--- config.mk ---
export PLATFORM = sky130hd
export DESIGN_NAME = gsensor_spi_responder_flat
export DESIGN_NICKNAME = d
export VERILOG_FILES = /design/src/rtl/gsensor_spi_responder_pkg.sv /design/src/rtl/gsensor_spi_responder_if.sv /design/src/rtl/gsensor_spi_responder_sync_edge.sv /design/src/rtl/gsensor_spi_responder.sv /design/src/flat_wrapper.sv
export SDC_FILE = /design/constraint.sdc
export NUM_CORES = 1
export LEC_CHECK = 0
export CORE_ASPECT_RATIO = 0.9
export CORE_MARGIN = 4
export CORE_UTILIZATION = 52
export CTS_CLUSTER_SIZE = 10
export DETAILED_ROUTE_END_ITERATION = 12
export PLACE_DENSITY = 0.88
export REMOVE_ABC_BUFFERS = 1
export SLEW_MARGIN = 15
export SYNTH_ARGS = -nofsm -noshare
export SYNTH_HDL_FRONTEND = slang
export SYNTH_HIERARCHICAL = 1
export SYNTH_SLANG_ARGS = --single-unit
--- constraint.sdc ---
create_clock -name clk -period 4.25 [get_ports clk]
set_clock_uncertainty 0.15 [all_clocks]
set_input_delay 0.85 -clock clk [delete_from_list [all_inputs] [get_ports clk]]
set_output_delay 0.85 -clock clk [all_outputs]
set_load 0.02 [all_outputs]
--- src/rtl/gsensor_spi_responder_pkg.sv ---
// Shared types and constants for the accelerometer SPI responder.
// Register map follows the ADXL345 layout used by the filter block.
package gsensor_spi_responder_pkg;

  localparam logic [5:0] ADDR_DEVID       = 6'h00;
  localparam logic [5:0] ADDR_BW_RATE     = 6'h2C;
  localparam logic [5:0] ADDR_POWER_CTL   = 6'h2D;
  localparam logic [5:0] ADDR_DATA_FORMAT = 6'h31;
  localparam logic [5:0] ADDR_DATAX0      = 6'h32;
  localparam logic [5:0] ADDR_DATAX1      = 6'h33;
  localparam logic [5:0] ADDR_DATAY0      = 6'h34;
  localparam logic [5:0] ADDR_DATAY1      = 6'h35;
  localparam logic [5:0] ADDR_DATAZ0      = 6'h36;
  localparam logic [5:0] ADDR_DATAZ1      = 6'h37;

  localparam logic [7:0] RST_BW_RATE      = 8'h0A;
  localparam logic [7:0] RST_POWER_CTL    = 8'h00;
  localparam logic [7:0] RST_DATA_FORMAT  = 8'h00;

  typedef enum logic [1:0] {
    IDLE,
    CMD,
    DATA
  } state_t;

  // Address after a data byte: multi-byte walks and wraps, single stays.
  function automatic logic [5:0] next_addr(
    input logic [5:0] a,
    input logic       mb
  );
    return mb ? a + 6'd1 : a;
  endfunction

endpackage

--- src/rtl/gsensor_spi_responder_if.sv ---
// Four-wire SPI bundle between the filter's master and this responder.
// The master modport drives clock, select and data; the slave answers.
interface gsensor_spi_responder_if;

  logic sclk;
  logic cs_n;
  logic sdi;
  logic sdo;
  logic sdo_oe;

  modport master (
    output sclk,
    output cs_n,
    output sdi,
    input  sdo,
    input  sdo_oe
  );

  modport slave (
    input  sclk,
    input  cs_n,
    input  sdi,
    output sdo,
    output sdo_oe
  );

endinterface

--- src/rtl/gsensor_spi_responder_sync_edge.sv ---
// Synchronizers for sclk/cs_n/sdi plus edge detect on sclk and cs_n.
// Edges are suppressed until the chain holds real samples after reset.
module spi_sync_edge #(
  parameter int SYNC_STAGES = 2
) (
  input  logic clk,
  input  logic reset,
  input  logic sclk,
  input  logic cs_n,
  input  logic sdi,
  output logic sdi_s,
  output logic sclk_rise,
  output logic sclk_fall,
  output logic cs_rise,
  output logic cs_fall
);

  localparam int M = SYNC_STAGES - 1;

  logic [M:0]           sclk_q;
  logic [M:0]           cs_q;
  logic [M:0]           sdi_q;
  logic                 sclk_d;
  logic                 cs_d;
  logic [SYNC_STAGES:0] prime;
  logic                 armed;

  // Shift each line through the chain; prime fills with ones after reset.
  always_ff @(posedge clk or posedge reset) begin
    if (reset) begin
      sclk_q <= '1;
      cs_q   <= '1;
      sdi_q  <= '0;
      sclk_d <= 1'b1;
      cs_d   <= 1'b1;
      prime  <= '0;
    end else begin
      sclk_q <= {sclk_q[M-1:0], sclk};
      cs_q   <= {cs_q[M-1:0], cs_n};
      sdi_q  <= {sdi_q[M-1:0], sdi};
      sclk_d <= sclk_q[M];
      cs_d   <= cs_q[M];
      prime  <= {prime[SYNC_STAGES-1:0], 1'b1};
    end
  end

  assign armed     = prime[SYNC_STAGES];
  assign sdi_s     = sdi_q[M];
  assign sclk_rise = armed &  sclk_q[M] & ~sclk_d;
  assign sclk_fall = armed & ~sclk_q[M] &  sclk_d;
  assign cs_rise   = armed &  cs_q[M]   & ~cs_d;
  assign cs_fall   = armed & ~cs_q[M]   &  cs_d;

endmodule

--- src/rtl/gsensor_spi_responder.sv ---
// SPI mode-3 slave modelling the accelerometer register interface.
// Oversamples the SPI lines in the clk domain; samples come from ports.
module gsensor_spi_responder
  import gsensor_spi_responder_pkg::*;
#(
  parameter logic [7:0] DEVID       = 8'hE5,
  parameter int         SYNC_STAGES = 2
) (
  input  logic                clk,
  input  logic                reset,
  gsensor_spi_responder_if.slave spi,
  input  logic signed [15:0]  sample_x,
  input  logic signed [15:0]  sample_y,
  input  logic signed [15:0]  sample_z,
  output logic [7:0]          reg_bw_rate,
  output logic [7:0]          reg_power_ctl,
  output logic [7:0]          reg_data_format,
  output logic                wr_strobe,
  output logic [5:0]          wr_addr
);

  logic        sdi_s;
  logic        sclk_rise;
  logic        sclk_fall;
  logic        cs_rise;
  logic        cs_fall;

  state_t      state;
  logic [2:0]  bit_cnt;
  logic [6:0]  shift_in;
  logic [7:0]  shift_out;
  logic        rw;
  logic        mb;
  logic [5:0]  addr;
  logic [47:0] snap;
  logic        sdo_q;
  logic        oe_q;
  logic [7:0]  rx_byte;
  logic [7:0]  rd_byte;

  spi_sync_edge #(
    .SYNC_STAGES (SYNC_STAGES)
  ) u_sync (
    .clk       (clk),
    .reset     (reset),
    .sclk      (spi.sclk),
    .cs_n      (spi.cs_n),
    .sdi       (spi.sdi),
    .sdi_s     (sdi_s),
    .sclk_rise (sclk_rise),
    .sclk_fall (sclk_fall),
    .cs_rise   (cs_rise),
    .cs_fall   (cs_fall)
  );

  assign rx_byte    = {shift_in, sdi_s};
  assign spi.sdo    = sdo_q;
  assign spi.sdo_oe = oe_q;

  // Read mux over the register map; samples come from the frame snapshot.
  always_comb begin
    rd_byte = 8'h00;
    unique case (1'b1)
      addr == ADDR_DEVID:       rd_byte = DEVID;
      addr == ADDR_BW_RATE:     rd_byte = reg_bw_rate;
      addr == ADDR_POWER_CTL:   rd_byte = reg_power_ctl;
      addr == ADDR_DATA_FORMAT: rd_byte = reg_data_format;
      addr == ADDR_DATAX0:      rd_byte = snap[7:0];
      addr == ADDR_DATAX1:      rd_byte = snap[15:8];
      addr == ADDR_DATAY0:      rd_byte = snap[23:16];
      addr == ADDR_DATAY1:      rd_byte = snap[31:24];
      addr == ADDR_DATAZ0:      rd_byte = snap[39:32];
      addr == ADDR_DATAZ1:      rd_byte = snap[47:40];
      default:                  rd_byte = 8'h00;
    endcase
  end

  // Frame FSM: command capture, read shift-out, write commit.
  always_ff @(posedge clk or posedge reset) begin
    if (reset) begin
      state           <= IDLE;
      bit_cnt         <= '0;
      shift_in        <= '0;
      shift_out       <= '0;
      rw              <= 1'b0;
      mb              <= 1'b0;
      addr            <= '0;
      snap            <= '0;
      sdo_q           <= 1'b0;
      oe_q            <= 1'b0;
      wr_strobe       <= 1'b0;
      wr_addr         <= '0;
      reg_bw_rate     <= RST_BW_RATE;
      reg_power_ctl   <= RST_POWER_CTL;
      reg_data_format <= RST_DATA_FORMAT;
    end else begin
      wr_strobe <= 1'b0;
      if (cs_rise) begin
        state   <= IDLE;
        bit_cnt <= '0;
        sdo_q   <= 1'b0;
        oe_q    <= 1'b0;
      end else begin
        unique case (state)
          IDLE: begin
            if (cs_fall) begin
              state   <= CMD;
              bit_cnt <= '0;
              snap    <= {sample_z, sample_y, sample_x};
            end
          end
          CMD: begin
            if (sclk_rise) begin
              shift_in <= rx_byte[6:0];
              bit_cnt  <= bit_cnt + 3'd1;
              if (bit_cnt == 3'd7) begin
                rw    <= rx_byte[7];
                mb    <= rx_byte[6];
                addr  <= rx_byte[5:0];
                state <= DATA;
              end
            end
          end
          DATA: begin
            if (sclk_fall && rw) begin
              if (bit_cnt == 3'd0) begin
                sdo_q     <= rd_byte[7];
                shift_out <= {rd_byte[6:0], 1'b0};
                oe_q      <= 1'b1;
              end else begin
                sdo_q     <= shift_out[7];
                shift_out <= {shift_out[6:0], 1'b0};
              end
            end
            if (sclk_rise) begin
              shift_in <= rx_byte[6:0];
              bit_cnt  <= bit_cnt + 3'd1;
              if (bit_cnt == 3'd7) begin
                addr <= next_addr(addr, mb);
                if (!rw) begin
                  wr_strobe <= 1'b1;
                  wr_addr   <= addr;
                  unique case (1'b1)
                    addr == ADDR_BW_RATE:
                      reg_bw_rate <= rx_byte;
                    addr == ADDR_POWER_CTL:
                      reg_power_ctl <= rx_byte;
                    addr == ADDR_DATA_FORMAT:
                      reg_data_format <= rx_byte;
                    default: ;
                  endcase
                end
              end
            end
          end
          default: state <= IDLE;
        endcase
      end
    end
  end

endmodule

--- src/flat_wrapper.sv ---
// flat-port wrapper written by rule: the top's interface ports become plain ports
module gsensor_spi_responder_flat import gsensor_spi_responder_pkg::*;
#(
  parameter logic [7:0] DEVID       = 8'hE5,
  parameter int         SYNC_STAGES = 2
)
  (clk, reset, sample_x, sample_y, sample_z, reg_bw_rate, reg_power_ctl, reg_data_format, wr_strobe, wr_addr, spi_sclk, spi_cs_n, spi_sdi, spi_sdo, spi_sdo_oe);
  gsensor_spi_responder_if spi_i ();
  input  logic clk;
  input  logic reset;
  input  logic signed [15:0] sample_x;
  input  logic signed [15:0] sample_y;
  input  logic signed [15:0] sample_z;
  output logic [7:0] reg_bw_rate;
  output logic [7:0] reg_power_ctl;
  output logic [7:0] reg_data_format;
  output logic wr_strobe;
  output logic [5:0] wr_addr;
  input wire logic [$bits(spi_i.sclk)-1:0] spi_sclk;
  input wire logic [$bits(spi_i.cs_n)-1:0] spi_cs_n;
  input wire logic [$bits(spi_i.sdi)-1:0] spi_sdi;
  output wire logic [$bits(spi_i.sdo)-1:0] spi_sdo;
  output wire logic [$bits(spi_i.sdo_oe)-1:0] spi_sdo_oe;
  assign spi_i.sclk = spi_sclk;
  assign spi_i.cs_n = spi_cs_n;
  assign spi_i.sdi = spi_sdi;
  assign spi_sdo = spi_i.sdo;
  assign spi_sdo_oe = spi_i.sdo_oe;
  gsensor_spi_responder #(.DEVID(DEVID), .SYNC_STAGES(SYNC_STAGES)) u_core (.clk(clk), .reset(reset), .spi(spi_i), .sample_x(sample_x), .sample_y(sample_y), .sample_z(sample_z), .reg_bw_rate(reg_bw_rate), .reg_power_ctl(reg_power_ctl), .reg_data_format(reg_data_format), .wr_strobe(wr_strobe), .wr_addr(wr_addr));
endmodule
Fig. 1: run 1, wiring heat map
23 x 21 tiles, from black (low) to pale yellow (high), scaled to the fullest tile. Values are wire area over tile area, all layers added.
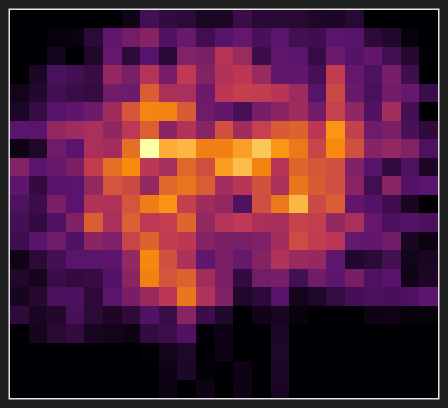
nearly empty tiles: 20%
mean over tiles: 0.18
fullest tile: 0.71
DR vias: 4055
GRT Total Usage: 23.4%
sum of routed wire length over all layers: 14100 um

Fig. 2: run 1, M1 wires
Supply wires on this layer in gray.
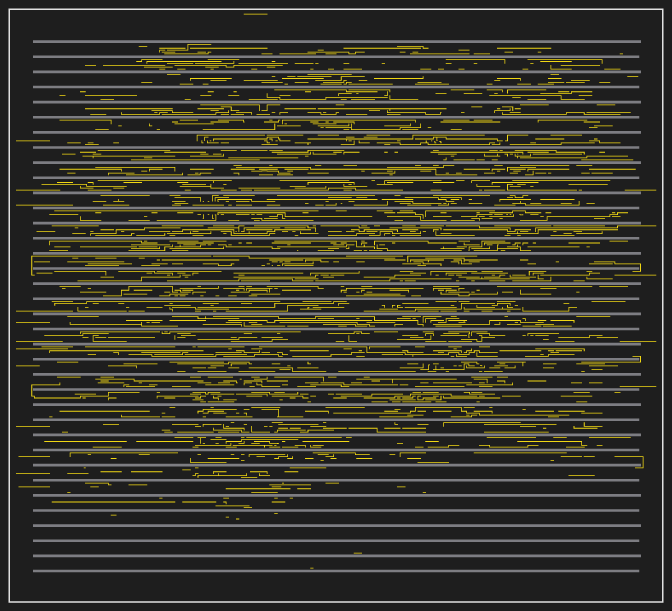
main direction: horizontal
nets with wire on the layer: 520
longest straight run: 47.4 um
wire length on this layer: 5930 um
met1 layer usage reported by global route: 32.1%

Fig. 3: run 1, placed cells, one color a class
Scale bar: 20 um. Fill, decap, tap and diode cells in gray.
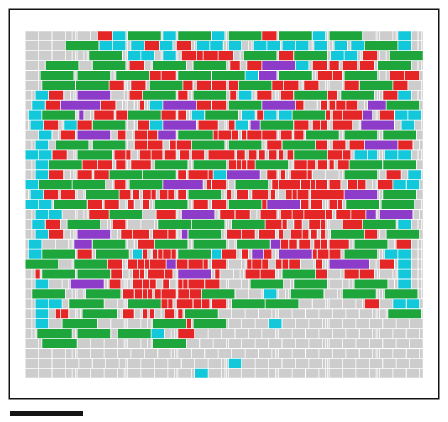
[other buffers and delay cells] cyan | cells: 88
[all other logic] red | cells: 287
[flip-flops] green | cells: 119
[clock drivers and dummy loads] purple | cells: 32
Final Core Density: 68.3%
cell area after layout: 0.00709 mm^2
row count: 35
flop share of the area: 42.2%
area inside the core boundary: 0.0104 mm^2

==> reports/qor.yml, run 1 <==
status:
  run_status: "finished clean"
cts:
  cts-htree-levels: 4
  clockRootBuffer: "sky130_fd_sc_hd__clkbuf_16"
  numCtsBuffers: 17
  cts.clk_slew.worst_paths_ns: 0.06
synth:
  synth.ff_latch_count: 119
  ys_chip_area_mm2: 0.00559
  ys_cells: 433
  netlist_instances: 433
  postSynth.asyncResetShare_pct: 100
finish:
  max_flop_register: "u_core/snap"
  syn_to_final_growth_pct: 26.9
  final_net_count: 577
run:
  tool_warnings: 32
sta:
  setup_viol: 0
worst_setup_path:
  r2r_setup_slack_ns: 1.34
  worst-r2r-cell-count: 7
  crit_path_start_kind: "register"
global_route:
  largest_net_degree_at_the_start_of_global_routing: 53
  first_pass_grt_wire_length_um: 22000
place:
  io_buffers: 85
  routabilityCongestion: 0.940
floorplan:
  initCoreUtil_pct: 53.8
drt:
  route.antenna.remaining_nets: 0
==> run 1: cell families after synthesis <==
| logic type | after synthesis | synth area share [%] |
|---|---|---|
| buffers and inverters | 38 | 3.65 |
| AND-OR/OR-AND | 87 | 11.6 |
| adder cells (fa/ha/maj) | 11 | 2.46 |
| AND/OR/NAND/NOR | 84 | 9.54 |
| flip-flops | 119 | 53.5 |
| multiplexers | 92 | 19.0 |
| XOR/XNOR | 1 | 0.157 |
| other | 1 | 0.0671 |
==> run 1: routing by layer <==
layer	routed length [um]	share of wire [%]	vias up	global-route usage [%]
met1	5930	42	2042	32.1
met5	0	0	-	0
li1	-	-	1762	-
met2	6820	48	219	35.7
met4	271	1.9	0	10.6
met3	1050	7.4	32	4.61
==> run 1: where the power goes <==
part           leakage, nW  internal (mW)  switching (mW)
combinational         1.37          0.293           0.208
clock                0.291          0.985           0.513
sequential            1.51           1.40           0.189
total                 3.17           2.68           0.909
==> run 1: critical path, cell delays in order, from the launching register on <==
cell and delay [ns]:
sky130_fd_sc_hd__dfrtp_1 0.42, sky130_fd_sc_hd__inv_1 0.10, sky130_fd_sc_hd__ha_1 0.62, sky130_fd_sc_hd__nand3_1 0.29
sky130_fd_sc_hd__nor2_1 0.60, sky130_fd_sc_hd__nand2_1 0.23, sky130_fd_sc_hd__a221oi_1 0.27, sky130_fd_sc_hd__a21oi_1 0.10
==> run 1: area by class of cell <==
| class | count | area (um^2) |
|---|---|---|
| multi-input cells | 276 | 2390 |
| well taps | 129 | 161 |
| flip-flops and latches | 119 | 2990 |
| clock inverters | 10 | 141 |
| clock buffers | 22 | 484 |
| fillers | 715 | 3290 |
| repair buffers | 88 | 873 |
| inverters | 11 | 43.8 |
==> run 1: worst max-delay path by stage <==
stage / startpoint / end / slack [ns] / cells after the start
finish: u_core/state[0]$_DFFE_PP0P_ / u_core/shift_out[7]$_DFFE_PP0P_ / 1.34 / 7
global route: u_core/state[0]$_DFFE_PP0P_ / u_core/shift_out[7]$_DFFE_PP0P_ / 1.13 / 7
CTS: u_core/state[0]$_DFFE_PP0P_ / u_core/shift_out[7]$_DFFE_PP0P_ / 1.37 / 7
detailed placement: u_core/state[0]$_DFFE_PP0P_ / u_core/reg_power_ctl[6]$_DFFE_PP0P_ / 1.43 / 5
global placement: u_core/state[0]$_DFFE_PP0P_ / u_core/shift_out[7]$_DFFE_PP0P_ / 1.58 / 7
floorplan: reset / u_core/addr[0]$_DFFE_PP0P_ / 0.41 / 1
==> run 1: through the flow <==
stage               power (mW)  std cells  setup slack (ns)  util, %  hold WS [ns]
global placement          2.04        623              1.58     62.3         0.184
CTS                       3.60        655              1.37     68.3         0.202
floorplan                 1.89        406             0.408        -         0.181
finish                    3.59        655              1.34     68.3         0.195
global route              3.74        655              1.13     68.3         0.207
detailed placement        2.09        623              1.43     62.3         0.187
==> run 1: Yosys cell counts, drive strengths merged (8+ instances only) <==
| cell | number |
|---|---|
| inv | 11 |
| ha | 11 |
| and3 | 10 |
| buf | 18 |
| a22oi | 12 |
| dfstp | 8 |
| clkbuf | 9 |
| mux2 | 90 |
| a21oi | 21 |
| nand2 | 24 |
| nor2 | 13 |
| dfrtp | 111 |
Fig. 4: run 1, wiring by layer
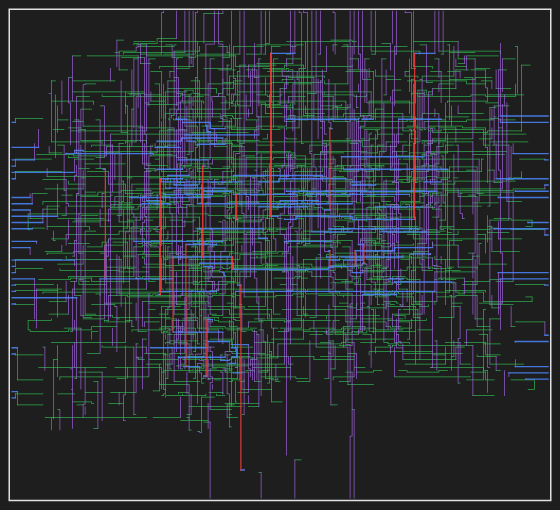

==> inputs of run 2 (changes only) <==
--- a/config.mk
+++ b/config.mk
@@ -7,7 +7,7 @@
 export LEC_CHECK = 0
 export CORE_ASPECT_RATIO = 0.9
 export CORE_MARGIN = 4
-export CORE_UTILIZATION = 52
+export CORE_UTILIZATION = 49
 export CTS_CLUSTER_SIZE = 10
 export DETAILED_ROUTE_END_ITERATION = 12
 export PLACE_DENSITY = 0.88
==> constraint.sdc (replaced) <==
create_clock -name clk -period 2.5 [get_ports clk]
set_clock_uncertainty 0.15 [all_clocks]
set_input_delay 0.5 -clock clk [delete_from_list [all_inputs] [get_ports clk]]
set_output_delay 0.5 -clock clk [all_outputs]
set_load 0.02 [all_outputs]
Fig. 5: run 2, wiring by layer
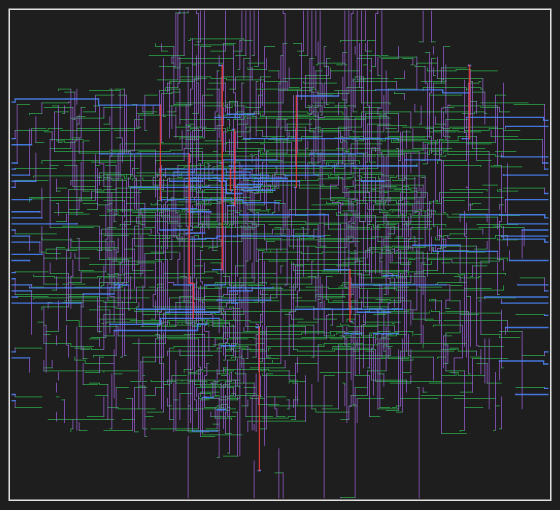
[met4] red | wire length: 206 um
[met3] blue | wire length: 1010 um
[met1] green | wire length: 6080 um
[met2] purple | wire length: 6720 um
routed length per instance: 20.3 um
sum of routed wire length over all layers: 14000 um
GRT Total Usage: 22.2%
DR vias: 4031

Fig. 6: run 2, M1 wires
Supply wires on this layer in gray.
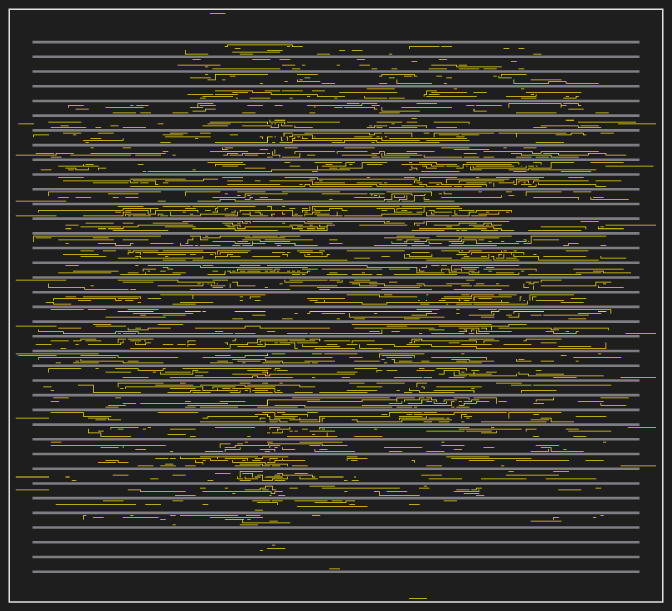
main direction: horizontal
nets with wire on the layer: 533
wire length on this layer: 6080 um
share of all routed wire: 43%
met1 layer usage reported by global route: 29.5%

==> run 2 against run 1 <==
Against the previous run: wire length down 0.36%; final area is 2.0% higher; critical path depth unchanged; synthesized area is the same; utilization decreased by 2.5 points; setup slack lost 1.2 ns.
==> reports/qor.yml, run 2 <==
status:
  run_status: "finished clean"
power_and_ir_drop:
  sw_pwr_mw: 1.53
  netSwitchingFraction_pct: 25.8
  power_frac_seq_pct: 45.4
  power.internal_mw: 4.40
finish:
  max_flop_register: "u_core/snap"
  final_net_count: 591
  syn_to_final_growth_pct: 29.3
  design_area_mm2: 0.00723
cts:
  cts.clk_slew.worst_paths_ns: 0.06
  numCtsBuffers: 17
  cts-htree-levels: 4
  clockRootBuffer: "sky130_fd_sc_hd__clkbuf_16"
floorplan:
  std_cell_rows: 36
  placeableCoreArea_mm2: 0.0110
global_route:
  largest_net_degree_at_the_start_of_global_routing: 109
  gr-usage-met2_pct: 35.7
  grt_most_used_layer: "met2"
worst_setup_path:
  r2r_setup_slack_ns: 0.18
  crit_path_start_kind: "register"
  worstPathCellList: "inv_1 > ha_1 > nor3b_2 > o21ai_1 > a41oi_2 > nand2_1 > o22ai_1"
place:
  routabilityCongestion: 0.932
synth:
  list_of_most_frequent_post_synthesis_cells: "sky130_fd_sc_hd__dfrtp_1 (111), sky130_fd_sc_hd__mux2_2 (65), sky130_fd_sc_hd__nand2_1 (21)"
run 2: cell counts after synthesis:
Identical to the previous run, type by type.
run 2: per-layer routing:
layer,share of wire [%],wire (um)
met1,43,6080
met2,48,6720
met3,7.2,1010
met4,1.5,206
met5,0,0
run 2: cells by family (layout without fill, tap and decap cells):
family	after synthesis	after routing	share of synthesized area [%]
xor+xnor	1	1	0.157
fa+ha+maj	11	11	2.46
simple gates	84	84	9.54
buf+inv	38	145	3.65
compound gates	87	87	11.6
flops	119	119	53.5
mux	92	92	19.0
other cells	1	1	0.0671
run 2: worst paths after layout:
path / cells past startpoint / from / to
worst max-delay path: 7 / u_core/addr[1]$_DFFE_PP0P_ / u_core/shift_out[3]$_DFFE_PP0P_
worst min-delay path: 0 / u_core/u_sync/sdi_q[0]$_DFF_PP0_ / u_core/u_sync/sdi_q[1]$_DFF_PP0_
worst max register to register: 7 / u_core/addr[1]$_DFFE_PP0P_ / u_core/shift_out[3]$_DFFE_PP0P_
worst min register to register: 0 / u_core/u_sync/sdi_q[0]$_DFF_PP0_ / u_core/u_sync/sdi_q[1]$_DFF_PP0_
max in group asynchronous: 3 / reset / u_core/addr[0]$_DFFE_PP0P_
min in group asynchronous: 2 / reset / u_core/u_sync/sdi_q[1]$_DFF_PP0_
run 2: cell type report:
class / count / area, um^2
clock buffer: 21 / 460
clock inverter: 11 / 125
fill: 836 / 3760
inverter: 11 / 43.8
multi-input combinational: 276 / 2400
sequential: 119 / 2990
tap: 152 / 190
timing repair buffer: 102 / 1020
run 2: power groups by stage:
stage | combinational (mW) | sequential, mW | clock, mW
3_5_place_dp | 0.849 | 2.71 | 0
4_1_cts | 0.860 | 2.69 | 2.42
5_1_grt | 0.942 | 2.74 | 2.50
3_3_place_gp | 0.801 | 2.70 | 0
2_1_floorplan | 0.641 | 2.58 | 0
6_report | 0.852 | 2.69 | 2.38
run 2: repair_timing:
item                                   CTS  global route
buffers inserted                         0             0
resized                                  0             3
endpoints found under the hold margin    0             0
setup endpoints to repair                0             3
run 2: through the flow:
stage	util (%)	setup WS [ns]
floorplan	-	-0.992
global placement	60.3	0.0726
detailed placement	60.3	0.0856
CTS	65.7	0.0261
global route	65.7	0.0320
finish	65.7	0.176
Fig. 7: run 2, wiring heat map
24 x 22 tiles, from black (low) to pale yellow (high), scaled to the fullest tile. Values are wire area over tile area, all layers added.
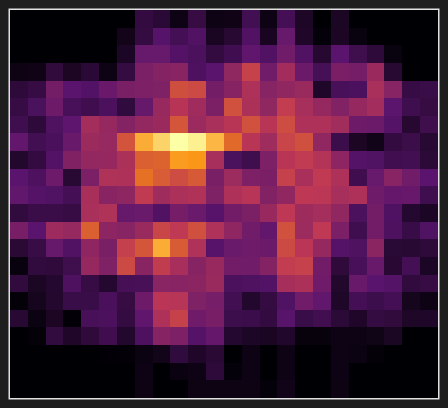

==> inputs of run 3 (changes only) <==
--- a/config.mk
+++ b/config.mk
@@ -5,12 +5,14 @@
 export SDC_FILE = /design/constraint.sdc
 export NUM_CORES = 1
 export LEC_CHECK = 0
+export CELL_PAD_IN_SITES_DETAIL_PLACEMENT = 0
+export CELL_PAD_IN_SITES_GLOBAL_PLACEMENT = 1
 export CORE_ASPECT_RATIO = 0.9
 export CORE_MARGIN = 4
-export CORE_UTILIZATION = 49
+export CORE_UTILIZATION = 39
 export CTS_CLUSTER_SIZE = 10
 export DETAILED_ROUTE_END_ITERATION = 12
-export PLACE_DENSITY = 0.88
+export PLACE_DENSITY = 0.86
 export REMOVE_ABC_BUFFERS = 1
 export SLEW_MARGIN = 15
 export SYNTH_ARGS = -nofsm -noshare
==> constraint.sdc (replaced) <==
create_clock -name clk -period 2.1 [get_ports clk]
set_clock_uncertainty 0.15 [all_clocks]
set_input_delay 0.42 -clock clk [delete_from_list [all_inputs] [get_ports clk]]
set_output_delay 0.42 -clock clk [all_outputs]
set_load 0.02 [all_outputs]
Fig. 8: run 3, wiring heat map
27 x 24 tiles, from black (low) to pale yellow (high), scaled to the fullest tile. Values are wire area over tile area, all layers added.
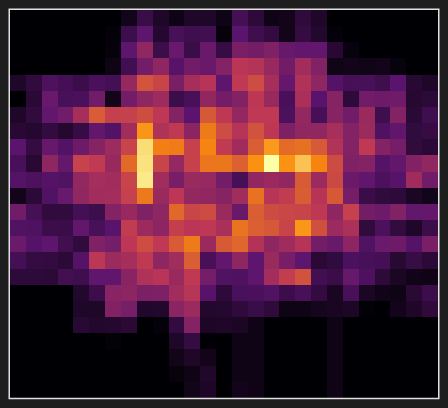
fullest tile: 0.66
emptiest ninth of the die: south-east
tiles over half the peak: 13%
mean over tiles: 0.15
nearly empty tiles: 25%
DR vias: 4162
routed length per instance: 20.1 um
GRT Total Usage: 19.0%

Fig. 9: run 3, placed standard cells
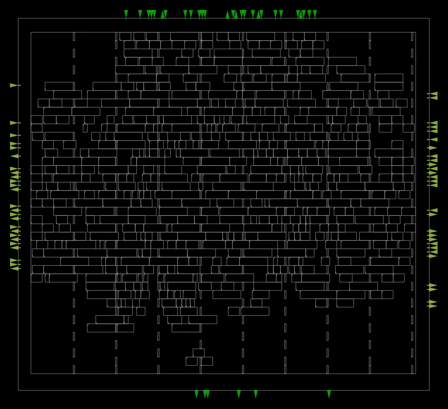
layout filler cell count: 1116
fin cells: 770
flop share of the area: 38.1%

==> run 3 against run 2 <==
Against the previous run: the run now ends with negative setup slack left; sequential share of layout area decreased by 3.3 points; clock power increased by 11%; fmax increased by 8.5%; utilization decreased by 9.6 points; largest cell class unchanged; largest power group unchanged.
==> reports/qor.yml, run 3 <==
finish:
  syn_to_final_growth_pct: 40.7
  post-route-util_pct: 56.1
  final_net_count: 628
  design_area_mm2: 0.00786
  max_flop_register: "u_core/snap"
worst_setup_path:
  worst-r2r-cell-count: 8
run:
  tool_warnings: 34
place:
  routabilityCongestion: 0.944
  io_buffers: 85
synth:
  netlist_instances: 433
  ys_chip_area_mm2: 0.00559
  synth.ff_latch_count: 119
status:
  run_status: "finished, violations left"
  failed_checks: "negative setup slack"
global_route:
  groute.layer.met3.usage_pct: 6.11
  groute.layer.met1.usage_pct: 25.9
  first_pass_grt_wire_length_um: 23800
  largest_net_degree_at_the_start_of_global_routing: 49
cts:
  numCtsBuffers: 17
sta:
  post-route-worst-setup-slack_ns: -0.0418
  setup_viol: 14
floorplan:
  initCoreUtil_pct: 39.9
==> run 3: cell counts after synthesis <==
Identical to the previous run, type by type.
==> run 3: per-layer routing <==
metal	share of wire, %	wire length, um
met5	0	0
met4	2.0	309
met3	6.4	992
met2	46	7150
met1	45	6990
==> run 3: timing repair <==
action / 4_1_cts / 5_1_grt
cloned: 1 / 3
endpoints found under the setup margin: 33 / 91
gates resized: 32 / 29
setup buffers: 7 / 3
pin swaps: 8 / 6
==> run 3: power by group through the flow <==
stage               Combinational (mW)  Sequential, mW  Clock (mW)
CTS                               1.08            3.19        2.68
detailed placement                1.05            3.22           0
global placement                 0.990            3.19           0
global route                      1.23            3.27        2.80
floorplan                        0.763            3.07           0
finish                            1.12            3.20        2.64
==> run 3: layout make-up <==
class	count	area [um^2]	area share, %
inverter	11	43.8	0.557
sequential	119	2990	38.1
multi-input combinational	276	2630	33.4
timing repair buffer	139	1410	17.9
clock inverter	15	121	1.54
clock buffer	17	425	5.41
tap	193	241	3.07
==> run 3: logic make-up after synthesis <==
group / share of synthesized area (%)
mux: 19.0
buf+inv: 3.65
simple gates: 9.54
fa+ha+maj: 2.46
xor+xnor: 0.157
flops: 53.5
other cells: 0.0671
compound gates: 11.6
==> run 3: worst paths after layout <==
kind                                                   from                               end  slack, ns
min in group clk           u_core/u_sync/prime[0]$_DFF_PP0_  u_core/u_sync/prime[1]$_DFF_PP0_       0.20
min reg2reg                u_core/u_sync/prime[0]$_DFF_PP0_  u_core/u_sync/prime[1]$_DFF_PP0_       0.20
min                                                   reset             u_core/rw$_DFFE_PP0P_       0.15
max in group asynchronous                             reset       u_core/snap[20]$_DFFE_PP0P_       1.02
max reg2reg                      u_core/addr[0]$_DFFE_PP0P_   u_core/shift_out[4]$_DFFE_PP0P_      -0.04
max                              u_core/addr[0]$_DFFE_PP0P_   u_core/shift_out[4]$_DFFE_PP0P_      -0.04
==> run 3: critical path: cells and delay by family, from the launching register on <==
family	cells	cell delay [ns]
buffers and inverters	2	0.30
adder cells (fa/ha/maj)	1	0.19
AND-OR/OR-AND	3	0.82
flip-flops	1	0.42
AND/OR/NAND/NOR	2	0.14
Power figures rest on the tool's default switching activity, not on a simulated workload.
